`config.mk`:
```
export PLATFORM = sky130hd
export DESIGN_NAME = blk_addr_gen
export DESIGN_NICKNAME = d
export VERILOG_FILES = /design/src/rtl/blk_addr_gen_pkg.sv /design/src/rtl/blk_addr_gen_rr_arbiter.sv /design/src/rtl/blk_addr_gen.sv
export SDC_FILE = /design/constraint.sdc
export NUM_CORES = 1
export LEC_CHECK = 0
export CAP_MARGIN = 5
export CORE_MARGIN = 2
export CORE_UTILIZATION = 40
export DETAILED_ROUTE_END_ITERATION = 8
export PLACE_DENSITY = 0.77
export SLEW_MARGIN = 0
export SYNTH_ARGS = -nofsm -noshare
export SYNTH_HDL_FRONTEND = slang
export SYNTH_SLANG_ARGS = --single-unit
export TNS_END_PERCENT = 50
```
`constraint.sdc`:
```
create_clock -name clk -period 2.4 [get_ports clk]
set_input_delay 0.24 -clock clk [delete_from_list [all_inputs] [get_ports clk]]
set_output_delay 0.24 -clock clk [all_outputs]
set_load 0.02 [all_outputs]
```
`src/rtl/blk_addr_gen_pkg.sv`:
```
// Shared types for blk_addr_gen: state encoding and the round-robin pointer helper.
package blk_addr_gen_pkg;

    typedef enum logic [1:0] {
        IDLE         = 2'b00,
        WAITO        = 2'b01,
        GEN_BLK_ADDR = 2'b11
    } state_t;

    localparam int unsigned MaxCh = 16;

    // Pointer after granting the first requester at or after ptr (wrapping); ptr if none.
    function automatic int unsigned next_rr(input int unsigned ptr, input logic [MaxCh-1:0] req,
                                            input int unsigned n);
        int unsigned j;
        logic [MaxCh-1:0] sh;
        for (int unsigned i = 0; i < MaxCh; i++) begin
            j  = (ptr + i) % n;
            sh = req >> j;
            if (i < n && sh[0]) begin
                return (j + 1 == n) ? 0 : j + 1;
            end
        end
        return ptr;
    endfunction

endpackage

```
`src/rtl/blk_addr_gen_rr_arbiter.sv`:
```
// Round-robin arbiter: first set request at or after ptr, wrapping; one-hot and binary outputs.
module rr_arbiter #(
    parameter int unsigned N = 4,
    localparam int unsigned IdxW = (N > 1) ? $clog2(N) : 1
) (
    input  logic [N-1:0]    req,
    input  logic [IdxW-1:0] ptr,
    output logic [N-1:0]    gnt,
    output logic [IdxW-1:0] idx
);
    localparam int unsigned SumW = IdxW + 1;

    logic [2*N-1:0]  req_dbl;
    logic [N-1:0]    req_rot;
    logic [IdxW-1:0] off;
    logic [SumW-1:0] idx_sum;
    logic            found;

    always_comb begin
        // Rotate so that bit 0 is the channel at ptr; then a plain priority search suffices.
        req_dbl = {req, req} >> ptr;
        req_rot = req_dbl[N-1:0];
        found   = 1'b0;
        off     = '0;
        for (int unsigned i = 0; i < N; i++) begin
            if (!found && req_rot[i]) begin
                found = 1'b1;
                off   = IdxW'(i);
            end
        end
        idx_sum = {1'b0, ptr} + {1'b0, off};
        idx     = (idx_sum >= SumW'(N)) ? IdxW'(idx_sum - SumW'(N)) : IdxW'(idx_sum);
        gnt     = found ? (N'(1) << idx) : '0;
    end

endmodule

```
`src/rtl/blk_addr_gen.sv`:
```
// Multi-channel block address generator: round-robin grant, BLK_LEN-beat burst, wait for done.
// Define BLK_ADDR_GEN_ASSERT_EN to compile the embedded assertions and covers.
module blk_addr_gen
    import blk_addr_gen_pkg::*;
#(
    parameter int unsigned NUM_CH  = 4,
    parameter int unsigned ADDR_W  = 16,
    parameter int unsigned BLK_LEN = 64,
    parameter int unsigned STRIDE  = 1,
    localparam int unsigned ChW = (NUM_CH > 1) ? $clog2(NUM_CH) : 1
) (
    input  logic                     clk,
    input  logic                     rst,
    input  logic [NUM_CH-1:0]        get_data,
    input  logic [NUM_CH*ADDR_W-1:0] base_addr,
    input  logic                     addr_ready,
    input  logic                     blk_done,
    output logic [1:0]               cs,
    output logic                     addr_valid,
    output logic [ADDR_W-1:0]        addr,
    output logic                     addr_last,
    output logic [ChW-1:0]           ch_id,
    output logic [NUM_CH-1:0]        grant
);
    localparam int unsigned CntW = $clog2(BLK_LEN);
    localparam logic [CntW-1:0] LastBeat   = CntW'(BLK_LEN - 1);
    localparam logic [CntW-1:0] LastBeatM1 = CntW'(BLK_LEN - 2);

    state_t            cs_q, cs_d;
    logic [ADDR_W-1:0] addr_q, addr_d;
    logic              addr_last_q, addr_last_d;
    logic [ChW-1:0]    ch_id_q, ch_id_d;
    logic [ChW-1:0]    rr_ptr_q, rr_ptr_d;
    logic [CntW-1:0]   beat_cnt_q, beat_cnt_d;

    logic [NUM_CH-1:0] arb_gnt;
    logic [ChW-1:0]    arb_idx;
    logic [ADDR_W-1:0] base_sel;

    rr_arbiter #(
        .N(NUM_CH)
    ) u_arb (
        .req(get_data),
        .ptr(rr_ptr_q),
        .gnt(arb_gnt),
        .idx(arb_idx)
    );

    always_comb begin
        base_sel = '0;
        for (int unsigned k = 0; k < NUM_CH; k++) begin
            if (arb_idx == ChW'(k)) base_sel = base_addr[k*ADDR_W +: ADDR_W];
        end
    end

    always_comb begin
        cs_d        = cs_q;
        addr_d      = addr_q;
        addr_last_d = addr_last_q;
        ch_id_d     = ch_id_q;
        rr_ptr_d    = rr_ptr_q;
        beat_cnt_d  = beat_cnt_q;
        grant       = '0;
        case (cs_q)
            IDLE: begin
                if (|get_data) begin
                    // Reset has priority, so no grant is advertised while it is held.
                    grant       = rst ? '0 : arb_gnt;
                    ch_id_d     = arb_idx;
                    addr_d      = base_sel;
                    rr_ptr_d    = ChW'(next_rr(32'(rr_ptr_q), MaxCh'(get_data), NUM_CH));
                    beat_cnt_d  = '0;
                    addr_last_d = 1'b0;
                    cs_d        = GEN_BLK_ADDR;
                end
            end
            GEN_BLK_ADDR: begin
                if (addr_ready) begin
                    addr_d = addr_q + ADDR_W'(STRIDE);
                    if (beat_cnt_q == LastBeat) begin
                        beat_cnt_d  = '0;
                        addr_last_d = 1'b0;
                        cs_d        = WAITO;
                    end else begin
                        beat_cnt_d  = beat_cnt_q + CntW'(1);
                        addr_last_d = (beat_cnt_q == LastBeatM1);
                    end
                end
            end
            WAITO: begin
                if (blk_done) cs_d = IDLE;
            end
            default: cs_d = IDLE;
        endcase
    end

    always_ff @(posedge clk) begin
        if (rst) begin
            cs_q        <= IDLE;
            addr_q      <= '0;
            addr_last_q <= 1'b0;
            ch_id_q     <= '0;
            rr_ptr_q    <= '0;
            beat_cnt_q  <= '0;
        end else begin
            cs_q        <= cs_d;
            addr_q      <= addr_d;
            addr_last_q <= addr_last_d;
            ch_id_q     <= ch_id_d;
            rr_ptr_q    <= rr_ptr_d;
            beat_cnt_q  <= beat_cnt_d;
        end
    end

    assign cs         = cs_q;
    assign addr_valid = (cs_q == GEN_BLK_ADDR);
    assign addr       = addr_q;
    assign addr_last  = addr_last_q;
    assign ch_id      = ch_id_q;

`ifdef BLK_ADDR_GEN_ASSERT_EN
    a_legal_cs: assert property (@(posedge clk) disable iff (rst) cs != 2'b10);
    c_legal_cs: cover property (@(posedge clk) disable iff (rst) cs != 2'b10);

    a_grant_1h: assert property (@(posedge clk) disable iff (rst) $onehot0(grant));
    c_grant_1h: cover property (@(posedge clk) disable iff (rst) $onehot(grant));

    a_go: assert property (@(posedge clk) disable iff (rst)
        (cs == IDLE && |get_data) |=> cs == GEN_BLK_ADDR);
    c_go: cover property (@(posedge clk) disable iff (rst) (cs == IDLE && |get_data));

    a_burst: assert property (@(posedge clk) disable iff (rst)
        (cs == IDLE && |get_data) ##1 (addr_ready && cs == GEN_BLK_ADDR)[*BLK_LEN]
        |=> cs == WAITO);
    c_burst: cover property (@(posedge clk) disable iff (rst)
        (cs == IDLE && |get_data) ##1 (addr_ready && cs == GEN_BLK_ADDR)[*BLK_LEN]);

    a_hold: assert property (@(posedge clk) disable iff (rst)
        (addr_valid && !addr_ready) |=> $stable(addr));
    c_hold: cover property (@(posedge clk) disable iff (rst) (addr_valid && !addr_ready));

    a_last_valid: assert property (@(posedge clk) disable iff (rst) addr_last |-> addr_valid);
    c_last_valid: cover property (@(posedge clk) disable iff (rst) addr_last);
`endif

endmodule
```
### Placed standard cells, run 1

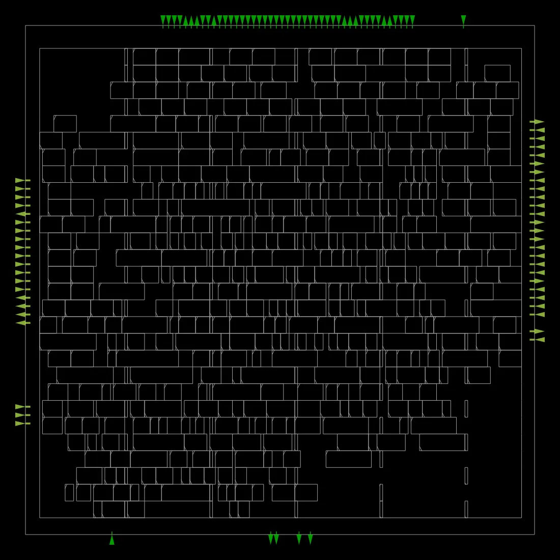
Well Taps: 75
fillcell total: 476

### Clock network drawn from the DEF, run 1

Scale bar: 20 um.
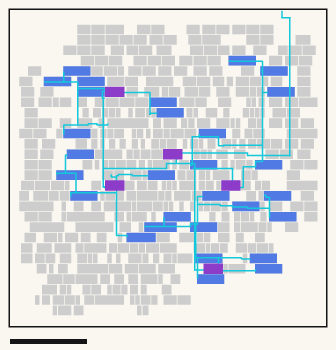
legend:
  blue:
    item: flip-flops
    count: 29
  purple:
    item: clock drivers
    count: 5
  cyan:
    item: clock wires
    length: 476 um
routed clock nets: 6

==> flow_summary.ini, run 1 <==
; yosys + openroad results
[worst_setup_path]
cp.buffers_inverters = 4
cp-endpoint = grant[3]
setup.worst_path.class = flip-flop to output port
worstSetupStartpoint = rr_ptr_q[0]
cp_max_fo = 6
critical_path_startpoint_category = flip-flop
critical-path-slowest-cell = sky130_fd_sc_hd__dfxtp_4
cp_data_required_time_ps = 2160
cpLargestDelayFamily = buffers and inverters
crit_cells = 10
timing.critical_path.cells = buf_6 -> buf_6 -> o211ai_1 -> nand3_2 -> ha_4 -> xnor2_4 -> xnor2_4 -> buf_12 -> nor4bb_4 -> buf_4
ff2ff_setup_slack_ps = 0
crit-reg2reg-capture = addr[14]
crit-reg2reg-launch = rr_ptr_q[0]
timing.critical_path.to_type = output port
slowest_delay_ps = 370
r2r_cells = 13
critical_path_arrival_ps = 2200

[clock_network]
htree_num_levels = 2
clock_latency_at_the_later_pin_of_the_worst_skew_pair_ps = 300
cts_resized = 35
postCtsHoldBufs = 0
max_root_sink_buffers = 2
clock_buffer_count_from_cts = 5
postCtsSetupRepairBufs = 4
clk_pin_slew_worst_paths_ps = 70
root_buffer = sky130_fd_sc_hd__clkbuf_8
cts_tree = yes
tritoncts_num_sinks = 29

[final_layout]
finalNonFillerCells = 521
clockBufferCount = 5
area_share_nonclk_buffers_pct = 34.4
num-nonclk-inverters = 10
seqCellArea_um2 = 586
areaGrowthSynthToFinish_pct = 66.1
layout.cell_area.non_filler_um2 = 4110
largest_register_ffs = 16
postLayoutCoreUtil_pct = 68.9
sh_comb_area_pct = 45.3
area.combinational_um2 = 1860
layout.cells.largest_class = combinational gates
design.seq.count = 29
clk_share_pct = 2.80
logic_gate_count = 251
layout.non_clock_buffers = 148
final_layout_size_suffix_gt1_share_pct = 21.7
nets = 527
antenna-diode-count = 0
sh_seq_area_pct = 14.3

[sta]
period_needed_ps = 2440
timing.final.crit_share_pct = 102
unrepaired_setup_endpoints_after_global_routing = true
totalNegativeSetupSlack_ps = -44.4
final-setup-viol-count = 2
whs_ps = 467
final.setup.worst_slack_ps = -41.0
worstMarginPinSlew_ps = 407
timing_hold_violations_final = 0
drv_slew = 0
achievable-frequency_ghz = 0.410
relative_max_transition_margin_pct = 72.7
max_clock_skew_ps = 7.10

[die]
core-area_um2 = 5960
die-area_um2 = 6820
io_pins = 98
die_height_um = 82.6
die_x_um = 82.6
rows = 28
share_of_the_core_filled_by_cells_before_placement_pct = 41.5

[synthesis]
synthTopCellsByArea = sky130_fd_sc_hd__dfxtp_1 23%, sky130_fd_sc_hd__mux2i_1 13%, sky130_fd_sc_hd__nand2_1 5.3%
ys_dominant_reg_cell = sky130_fd_sc_hd__dfxtp_1
ys_top_cells_by_count = 35 x sky130_fd_sc_hd__nand2_1, 33 x sky130_fd_sc_hd__mux2i_1, 29 x sky130_fd_sc_hd__dfxtp_1
syn_inst_count = 310
synth.cellmix.xorXnorShare_pct = 3.24
mean_post_synth_cell_area_um2 = 7.97
synth_seq_share_pct = 23.5
synth_warnings = 0
netlist.area_leader.share_pct = 23.5
yosys_cells = 310
synth.net_count = 392
ys.flops = 29
synthSimpleGateAreaFrac_pct = 22.7
synthesized_chip_area_reported_by_yosys_um2 = 2470
mux_area_share_pct = 17.0
number_of_enable_flip_flop_cells = 0
synth.distinct_cells = 58
compound_area_share_pct = 23.0
async_reset_ff_share_pct = 0
ys_sh_adder_pct = 5.06
syn_area_um2 = 2470
largest_family_of_logic_cells_by_area = AND-OR/OR-AND gates
post-synth-top-count-cell = sky130_fd_sc_hd__nand2_1
synth_area_leader_cell = sky130_fd_sc_hd__dfxtp_1

[drt]
routed.top_layer = met4
detail_route.first_pass.iterations = 5
dr_wl_met3_um = 574
detail_route.wirelength_mm = 8.21
detail_route.drc_violations = 0
route.detailed.wl_per_inst_um = 15.8
wire_length_on_met1_mm = 3.48
dr_total_vias = 2947
route.antenna.remaining_nets = 0
post_drt_via_cell_ratio = 5.66
detailedRoute.firstIterationViolations = 263
met2_length_mm = 4.00

[hold_path]
depth_of_the_worst_hold_timing_path = 2
hold_path_end = addr_last
worstHoldPathType = flip-flop to flip-flop
min-delay-start = addr_last

[power_and_ir_drop]
finalPower_w = 0.00529
worst_vdd_drop_mv = 1.05
power.static_leakage_nw = 1.69
power.density_cell_area_nw_per_um2 = 1290

[outcome]
status = finished, violations left
violations = negative setup slack

[grt]
first_global_vias = 2728
grt_antenna_before_repair = 0
globalRoute.totalOverflow = 0
maximum_number_of_pins_on_one_net_before_global_route_repair = 23
wire_length_of_the_first_global_routing_pass_mm = 12.2
grt.total_usage_pct = 23.2

[run]
openroad.warnings = 33
cap_violations = 0

[place]
buffer_ports.inserted = 97
place.detailed.instances = 507
pre_cts_ws_ps = -687
detailedPlacementHpwl_mm = 6.20
postPlaceCellArea_um2 = 3870
place.gp.congestion = 0.851
### The metal 3 layer, run 1

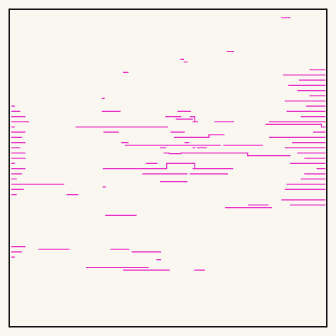
main direction: horizontal
longest straight run: 24.8 um
nets with wire on the layer: 78

### Cell density map, run 1

The die is cut into 8 by 8 equal tiles; white is low, dark blue is high, 0 to 100% covered.
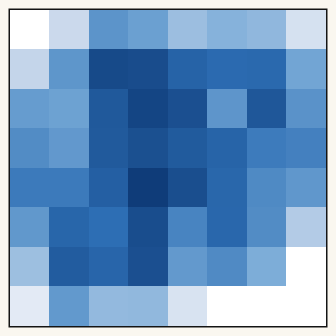
tiles over 75% full: 38%
nearly empty tiles: 7.8%
fullest tile: 95%
mean over tiles: 59%

[run 1: layout by cell type (no fill, tap or decap), types with 4 or more instances in the layout]
cell type / count
sky130_fd_sc_hd__nor2b_1: 4
sky130_fd_sc_hd__o21ai_0: 15
sky130_fd_sc_hd__buf_4: 40
sky130_fd_sc_hd__mux2i_1: 30
sky130_fd_sc_hd__nor2_1: 24
sky130_fd_sc_hd__inv_1: 9
sky130_fd_sc_hd__clkdlybuf4s50_1: 89
sky130_fd_sc_hd__nor3_1: 13
sky130_fd_sc_hd__xor2_1: 4
sky130_fd_sc_hd__o22a_1: 4
sky130_fd_sc_hd__a21oi_1: 20
sky130_fd_sc_hd__dfxtp_1: 27
sky130_fd_sc_hd__clkbuf_8: 5
sky130_fd_sc_hd__o221ai_1: 4
sky130_fd_sc_hd__nand3_1: 7
sky130_fd_sc_hd__a21oi_2: 4
sky130_fd_sc_hd__ha_1: 9
sky130_fd_sc_hd__buf_6: 9
sky130_fd_sc_hd__and3_1: 5
sky130_fd_sc_hd__nand2_1: 34
sky130_fd_sc_hd__nand4_1: 8
[run 1: power breakdown]
group | leakage (nW) | switching [W] | internal (W)
sequential | 0.240 | 0.000173 | 0.000638
clock | 0.0543 | 0.000221 | 0.000310
combinational | 1.39 | 0.00188 | 0.00207
total | 1.69 | 0.00228 | 0.00302
[run 1: logic make-up (layout without fill, tap and decap cells)]
family          Yosys count  after routing
fa+ha+maj                10             10
mux                      38             38
compound gates           83             83
buf+inv                  30            166
xor+xnor                  7              7
simple gates            113            113
flops                    29             29
[run 1: routing by layer]
layer / global-route usage [%] / up-vias
li1: - / 1428
met1: 29.3 / 1385
met2: 39.4 / 117
met3: 4.67 / 17
met4: 7.87 / 0
met5: 0 / -
==> run 2: changes to the inputs <==
- ABC_AREA: not set -> 1
- PLACE_DENSITY: 0.77 -> 0.75
### Clock network drawn from the DEF, run 2

Scale bar: 20 um.
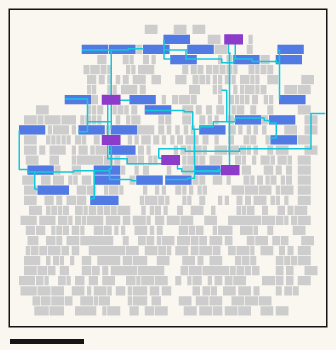
power in the clock group: 0.000390 W
Max Clock Skew: 7.35 ps
clock latency at the later pin of the worst-skew pair: 290 ps
clock network fraction of total power: 6.0%

### Ports around the boundary, run 2

Pins as bars across the die edge, other pins in gray.
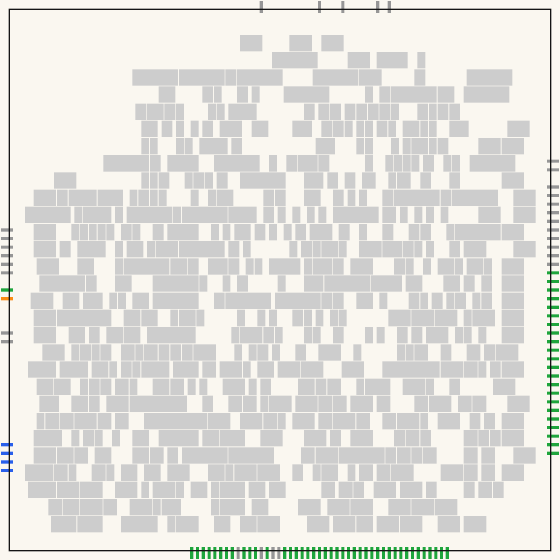
legend:
  green:
    port: `base_addr`
    pins: 64
    direction: input
    edge: 41 bottom, 22 right, 1 left
  orange:
    port: `rst`
    pins: 1
    direction: input
    edge: left
  blue:
    port: `get_data`
    pins: 4
    direction: input
    edge: left

==> flow_summary.ini, run 2 <==
; yosys + openroad results
[grt]
first_global_vias = 3073
grt.busiest_layer = met2
global_route.usage.met2_pct = 43.0
maximum_number_of_pins_on_one_net_before_global_route_repair = 22
use_met3_pct = 4.09
grt.total_usage_pct = 23.7
grt_antenna_before_repair = 0
groute.layer.met1.usage_pct = 28.2
wire_length_of_the_first_global_routing_pass_mm = 14.0

[die]
rows = 29
share_of_the_core_filled_by_cells_before_placement_pct = 41.6
io_pins = 98
die-area_um2 = 7310
die_x_um = 85.5
core-area_um2 = 6390
die_height_um = 85.5

[place]
detailedPlacementHpwl_mm = 6.73
buffer_ports.inserted = 97
pre_cts_ws_ps = -581
place.gp.congestion = 0.885

[power_and_ir_drop]
p_sw_share_pct = 52.3
power.group.top = combinational cells
worst_vdd_drop_mv = 0.965
power.net_switching_w = 0.00337
power.static_leakage_nw = 1.76
comb-power_w = 0.00518
pwr-share-seq_pct = 13.7
power.density_cell_area_nw_per_um2 = 1570

[synthesis]
post-synth-top-count-cell = sky130_fd_sc_hd__nand2_1
ys.flops = 29
syn_inst_count = 424
synthesized_chip_area_reported_by_yosys_um2 = 2660
yosys_cells = 424
syn_area_um2 = 2660
ys_sh_adder_pct = 4.71
synth_seq_share_pct = 21.9
synth_warnings = 0
number_of_enable_flip_flop_cells = 0
synth_area_leader_cell = sky130_fd_sc_hd__dfxtp_1
synthSimpleGateAreaFrac_pct = 40.9
mean_post_synth_cell_area_um2 = 6.26
largest_family_of_logic_cells_by_area = simple AND/OR/NAND/NOR gates
synthTopCellsByArea = sky130_fd_sc_hd__dfxtp_1 22%, sky130_fd_sc_hd__nand2_1 11%, sky130_fd_sc_hd__nand3_1 8.1%
netlist.area_leader.share_pct = 21.9
ys_dominant_reg_cell = sky130_fd_sc_hd__dfxtp_1
async_reset_ff_share_pct = 0

[final_layout]
final_layout_size_suffix_gt1_share_pct = 16.9
layout_top_cell_excl_fill_tap = sky130_fd_sc_hd__clkdlybuf4s50_1
largest_register_ffs = 16
final_cell_mix = 90 x sky130_fd_sc_hd__clkdlybuf4s50_1, 78 x sky130_fd_sc_hd__nand2_1, 42 x sky130_fd_sc_hd__inv_1
seqCellArea_um2 = 586
nets = 619
areaGrowthSynthToFinish_pct = 54.9
antenna-diode-count = 0
nFillCells = 589
area.combinational_um2 = 1890

[drt]
detail_route.drc_violations = 0
detailedRoute.firstIterationViolations = 158
route.detailed.wl_per_inst_um = 14.4
post_drt_via_cell_ratio = 5.39
detail_route.first_pass.iterations = 4

[sta]
unrepaired_setup_endpoints_after_global_routing = true
relative_max_transition_margin_pct = 75.1
period_needed_ps = 2390
timing_hold_violations_final = 0
worstMarginPinSlew_ps = 370
totalNegativeSetupSlack_ps = 0
achievable-frequency_ghz = 0.419
timing.final.crit_share_pct = 99.5

[clock_network]
cts_tree = yes
tritoncts_num_sinks = 29
htree_num_levels = 2
max_root_sink_buffers = 2
clk_pin_slew_worst_paths_ps = 60
clock_buffer_count_from_cts = 5
postCtsSetupRepairBufs = 0

[worst_setup_path]
critical_path_startpoint_category = flip-flop
cp_max_fo = 7
timing.critical_path.to_type = output port
timing.critical_path.cells = inv_6 -> nand2_4 -> nand3_2 -> nand2_2 -> nand3_2 -> a21oi_4 -> ha_4 -> xnor2_4 -> inv_2 -> nand2_4 -> nand2_8 -> nor3_2 -> buf_4
setup.worst_path.class = flip-flop to output port
cp_data_required_time_ps = 2160
cp.buffers_inverters = 3

[outcome]
status = finished clean

[hold_path]
worstHoldPathType = flip-flop to flip-flop

[run]
cap_violations = 0
## run 2: cell count changes after synthesis, sizes merged, moves of 5 or more
cell    before  now
nand3b       0    7
clkbuf       8   13
o21ai       19   41
nand2       35   93
and3         6    0
nand3        8   46
mux2i       33    0
inv         10   46
a21oi       24   32
nand4        8   27
## run 2: final timing paths
kind         depth (start not counted)   startpoint  slack [ps]   endpoint
max                                 13  rr_ptr_q[0]          10   grant[1]
min                                  2    addr_last         460  addr_last
max reg2reg                         17  rr_ptr_q[0]          90   addr[12]
min reg2reg                          2    addr_last         460  addr_last
## run 2: cells by family (layout without fill, tap and decap cells)
logic type      Yosys count  in the layout
compound gates           90             90
buf+inv                  71            185
xor+xnor                  6              6
flops                    29             29
simple gates            218            218
fa+ha+maj                10             10
## run 2: area by class of cell
cell class / count / share of cell area [%]
Multi-Input combinational cell: 324 / 45.9
Timing Repair Buffer: 130 / 31.1
Sequential cell: 29 / 14.2
Inverter: 47 / 4.44
Tap cell: 77 / 2.34
Clock buffer: 8 / 1.95
## run 2: routing by layer
metal  vias to the layer above  wire length [um]
met1                      1521              3800
met5                         -                 0
met2                       107              4420
li1                       1669                 -
met3                        20               421
met4                         0               223
## run 2: timing repair
| action | in CTS | in global routing |
|---|---|---|
| cloned | 0 | 1 |
| endpoints found under the setup margin | 20 | 20 |
| resized | 29 | 31 |
| pin swaps | 3 | 11 |
## run 2: per-stage QoR
step	hold slack, ps	instance area [um^2]	util, %	cells	power, W
floorplan	463	2660	-	424	0.00396
global placement	455	3860	60.4	606	0.00545
detailed placement	456	3860	60.4	606	0.00555
CTS	466	3960	62.0	614	0.00604
global route	474	4110	64.4	615	0.00701
finish	461	4110	64.4	615	0.00645
Power is estimated from default activity; no workload was simulated.
